### Metal 1

Supply wires on this layer in gray.
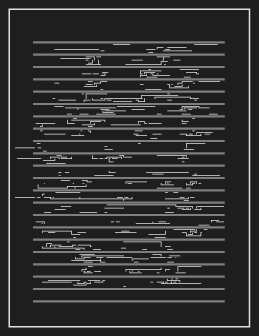
### Signal wires on met2

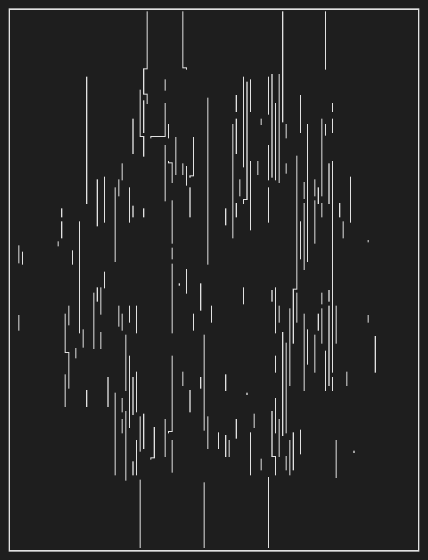
[config.mk]
export PLATFORM = sky130hd
export DESIGN_NAME = calpoc_button_conditioner_flat
export DESIGN_NICKNAME = d
export VERILOG_FILES = /design/src/rtl/calpoc_button_conditioner_if.sv /design/src/rtl/calpoc_button_conditioner.sv /design/src/flat_wrapper.sv
export SDC_FILE = /design/constraint.sdc
export NUM_CORES = 1
export LEC_CHECK = 0
export ABC_AREA = 1
export CAP_MARGIN = 20
export CORE_ASPECT_RATIO = 1.4
export CORE_MARGIN = 5
export CORE_UTILIZATION = 50
export DETAILED_ROUTE_END_ITERATION = 8
export DONT_BUFFER_PORTS = 1
export SETUP_SLACK_MARGIN = 0.02
export SLEW_MARGIN = 25
export SYNTH_ARGS = -nofsm -noshare
export SYNTH_HDL_FRONTEND = slang
export SYNTH_SLANG_ARGS = --single-unit
[constraint.sdc]
create_clock -name CLK -period 2.5 [get_ports CLK]
set_input_delay 0.5 -clock CLK [delete_from_list [all_inputs] [get_ports CLK]]
set_output_delay 0.5 -clock CLK [all_outputs]
set_load 0.02 [all_outputs]
[src/rtl/calpoc_button_conditioner_if.sv]
// calpoc_button_conditioner_if: raw button levels in, conditioned press pulses and debounced levels out
interface calpoc_button_conditioner_if;
  logic [5:0] RawButtons;
  logic       ButtonFor1;
  logic       ButtonFor0;
  logic       ButtonForOR;
  logic       ButtonForXOR;
  logic       ButtonForEquals;
  logic       ButtonForClear;
  logic [5:0] ButtonHeld;
  modport master (
    output RawButtons,
    input  ButtonFor1, ButtonFor0, ButtonForOR, ButtonForXOR, ButtonForEquals, ButtonForClear, ButtonHeld
  );
  modport slave (
    input  RawButtons,
    output ButtonFor1, ButtonFor0, ButtonForOR, ButtonForXOR, ButtonForEquals, ButtonForClear, ButtonHeld
  );
endinterface

[src/rtl/calpoc_button_conditioner.sv]
// calpoc_button_conditioner: per-button sync, debounce and press-pulse generation for the CalPOC calculator
// Define CALPOC_BTN_ONEHOT_EN to add a registered one-hot arbiter (Clear > Equals > OR > XOR > 0 > 1).
module calpoc_button_conditioner #(
  parameter int DEBOUNCE_CYCLES = 4
) (
  input logic CLK,
  input logic RST,
  calpoc_button_conditioner_if.slave btn
);
  localparam int CNT_W = $clog2(DEBOUNCE_CYCLES);
  localparam logic [CNT_W-1:0] CNT_MAX = CNT_W'(DEBOUNCE_CYCLES - 1);
  logic [5:0] r_sync1, r_sync2, r_stable, r_pulse, w_hit, w_out;
  logic [CNT_W-1:0] r_cnt [6];
  for (genvar i = 0; i < 6; i++) begin : g_hit
    assign w_hit[i] = (r_sync2[i] != r_stable[i]) && (r_cnt[i] == CNT_MAX);
  end
  always_ff @(posedge CLK) begin
    if (RST) begin
      r_sync1  <= '0;
      r_sync2  <= '0;
      r_stable <= '0;
      r_pulse  <= '0;
      for (int i = 0; i < 6; i++) r_cnt[i] <= '0;
    end else begin
      r_sync1  <= btn.RawButtons;
      r_sync2  <= r_sync1;
      r_stable <= r_stable ^ w_hit;
      r_pulse  <= w_hit & r_sync2;
      for (int i = 0; i < 6; i++)
        r_cnt[i] <= (r_sync2[i] != r_stable[i]) && !w_hit[i] ? r_cnt[i] + 1'b1 : '0;
    end
  end
`ifdef CALPOC_BTN_ONEHOT_EN
  logic [5:0] w_sel, r_arb;
  // OR outranks XOR to match the calculator FSM's input priority
  always_comb
    w_sel = r_pulse[5] ? 6'b100000 :
            r_pulse[4] ? 6'b010000 :
            r_pulse[2] ? 6'b000100 :
            r_pulse[3] ? 6'b001000 :
            r_pulse[1] ? 6'b000010 :
            r_pulse[0] ? 6'b000001 : 6'b000000;
  always_ff @(posedge CLK) r_arb <= RST ? '0 : w_sel;
  assign w_out = r_arb;
`else
  assign w_out = r_pulse;
`endif
  assign btn.ButtonFor1      = w_out[0];
  assign btn.ButtonFor0      = w_out[1];
  assign btn.ButtonForOR     = w_out[2];
  assign btn.ButtonForXOR    = w_out[3];
  assign btn.ButtonForEquals = w_out[4];
  assign btn.ButtonForClear  = w_out[5];
  assign btn.ButtonHeld      = r_stable;
endmodule

[src/flat_wrapper.sv]
// flat-port wrapper written by rule: the top's interface ports become plain ports
module calpoc_button_conditioner_flat 
#(
  parameter int DEBOUNCE_CYCLES = 4
)
  (CLK, RST, btn_RawButtons, btn_ButtonFor1, btn_ButtonFor0, btn_ButtonForOR, btn_ButtonForXOR, btn_ButtonForEquals, btn_ButtonForClear, btn_ButtonHeld);
  calpoc_button_conditioner_if btn_i ();
  input logic CLK;
  input logic RST;
  input wire logic [$bits(btn_i.RawButtons)-1:0] btn_RawButtons;
  output wire logic [$bits(btn_i.ButtonFor1)-1:0] btn_ButtonFor1;
  output wire logic [$bits(btn_i.ButtonFor0)-1:0] btn_ButtonFor0;
  output wire logic [$bits(btn_i.ButtonForOR)-1:0] btn_ButtonForOR;
  output wire logic [$bits(btn_i.ButtonForXOR)-1:0] btn_ButtonForXOR;
  output wire logic [$bits(btn_i.ButtonForEquals)-1:0] btn_ButtonForEquals;
  output wire logic [$bits(btn_i.ButtonForClear)-1:0] btn_ButtonForClear;
  output wire logic [$bits(btn_i.ButtonHeld)-1:0] btn_ButtonHeld;
  assign btn_i.RawButtons = btn_RawButtons;
  assign btn_ButtonFor1 = btn_i.ButtonFor1;
  assign btn_ButtonFor0 = btn_i.ButtonFor0;
  assign btn_ButtonForOR = btn_i.ButtonForOR;
  assign btn_ButtonForXOR = btn_i.ButtonForXOR;
  assign btn_ButtonForEquals = btn_i.ButtonForEquals;
  assign btn_ButtonForClear = btn_i.ButtonForClear;
  assign btn_ButtonHeld = btn_i.ButtonHeld;
  calpoc_button_conditioner #(.DEBOUNCE_CYCLES(DEBOUNCE_CYCLES)) u_core (.CLK(CLK), .RST(RST), .btn(btn_i));
endmodule
==> flow_summary_export.csv <==
group,metric,value,unit
critical_path,required,2.00,ns
drt,post_drt_wl_per_cell,9.41,µm
synthesis,syn_area_per_cell,8.66,µm²
synthesis,ys_types,11,
cells_and_area,fillCellCount,237,
cells_and_area,layout-drive-gt1-share,0.0915,
final_timing,whs,0.232,ns
clocking,cts_buffers,5,
hold_path,hold_path_end,"u_core.r_sync2[2]",
clocking,worstSkewPairLatency,0.33,ns
pwr,finalPower,0.928,mW
synthesis,ys_chip_area,0.00127,mm²
placement,gp_congestion,0.679,
die,rows,21,
synthesis,syn_area,0.00127,mm²
final_timing,worst_slew_pin_slew,0.332,ns
critical_path,crit_path_end_kind,"output pin",
job,warnings,26,
placement,placement.cell_area,0.00129,mm²
die,fp.dieH,69.7,µm
clocking,h-tree-depth,2,
drt,drtIter0Drc,17,
critical_path,rr_worst_depth,4,
die,die_x,52.6,µm
drt,drtAntennaViolNets,0,
job,drv_cap,0,
cells_and_area,logic_area,410,µm²
die,ios,20,
synthesis,ys_warn_count,0,
cells_and_area,areaGrowthSynthToFinish,6.00,%
pwr,vdd_drop_max,0.000430,V
synthesis,ff_type,"dfxtp_1",
pwr,powerDensity,688,mW/mm²
clocking,clockRootBuffer,"clkbuf_4",
hold_path,min-delay-start,"RST",
global_route,track_usage,0.120,
global_route,grt_first_pass_wirelength,3160,µm
placement,post-dp-hpwl,1290,µm
die,core,0.00242,mm²
pwr,leakagePower,0.657,nW
synthesis,syn_inst,147,
die,die_area,0.00367,mm²
final_timing,max_freq,737,MHz
clocking,cts_setup_buffers,0,
clocking,cts-hold-fix-buffers,0,
critical_path,r2r_setup_slack,1.55,ns
cells_and_area,final_cell_count_no_fill,187,
synthesis,synth_dominant_cell_count,"dfxtp_1",
drt,route.detailed.drc,0,
status,outcome,"finished, final reports clean",
cells_and_area,fin_util,0.558,
critical_path,endpoint,"btn_ButtonHeld[2]",
placement,port_buffers,0,
placement,preCtsSetupSlack,1.50,ns
cells_and_area,n_antenna_cell,0,
final_timing,slew_violations,0,
drt,drt-pass1-iter-count,4,
critical_path,arrival,0.86,ns
clocking,clkSinkCount,36,
global_route,grt_pass1_vias,801,
synthesis,top_cell_area_share,0.566,
critical_path,cp-start-kind,"flip-flop",
cells_and_area,lay_top_cells,"dfxtp_1, inv_1, nor2_1, nand2_1, nand3_1",
global_route,antenna_found_initial,0,
final_timing,finalWorstSetupSlack,1.14,ns
About 'Metal 1':
The longest straight run is 17.9 µm. The layer holds 42% of the routed length. 157 nets have wire on it. The layer carries 742 µm of wire. The wires run mostly horizontal.
met1 Resource Use GR: 0.119
Routed WL: 1760 µm
via count: 828

About 'Signal wires on met2':
The wires run mostly vertical. The longest straight run is 27.2 µm. The layer carries 824 µm of wire. The layer holds 47% of the routed length.

-- power breakdown --
part           switching [mW]  internal (mW)  total (mW)
Clock                   0.175          0.139       0.313
Sequential            0.00550          0.585       0.591
Combinational          0.0132         0.0109      0.0241
-- cells by family after synthesis --
kind of cell             synth area share
buffers and inverters               0.111
AND/OR/NAND/NOR                     0.264
flip-flops                          0.566
adder cells (fa/ha/maj)            0.0590
-- area by class of cell --
cell class | instances | area share
flip-flops and latches | 36 | 0.534
well taps | 34 | 0.0315
clock buffers | 8 | 0.0436
inverters | 31 | 0.0863
multi-input cells | 78 | 0.304
-- per-layer routing --
metal  global-route usage  part of all wire  up-vias
met3               0.0538             0.071        8
met4                0.105             0.039        0
li1                     -                 -      440
met2                0.180              0.47       19
met5                    0                 0        -
met1                0.119              0.42      361
Power and IR drop assume default switching activity.
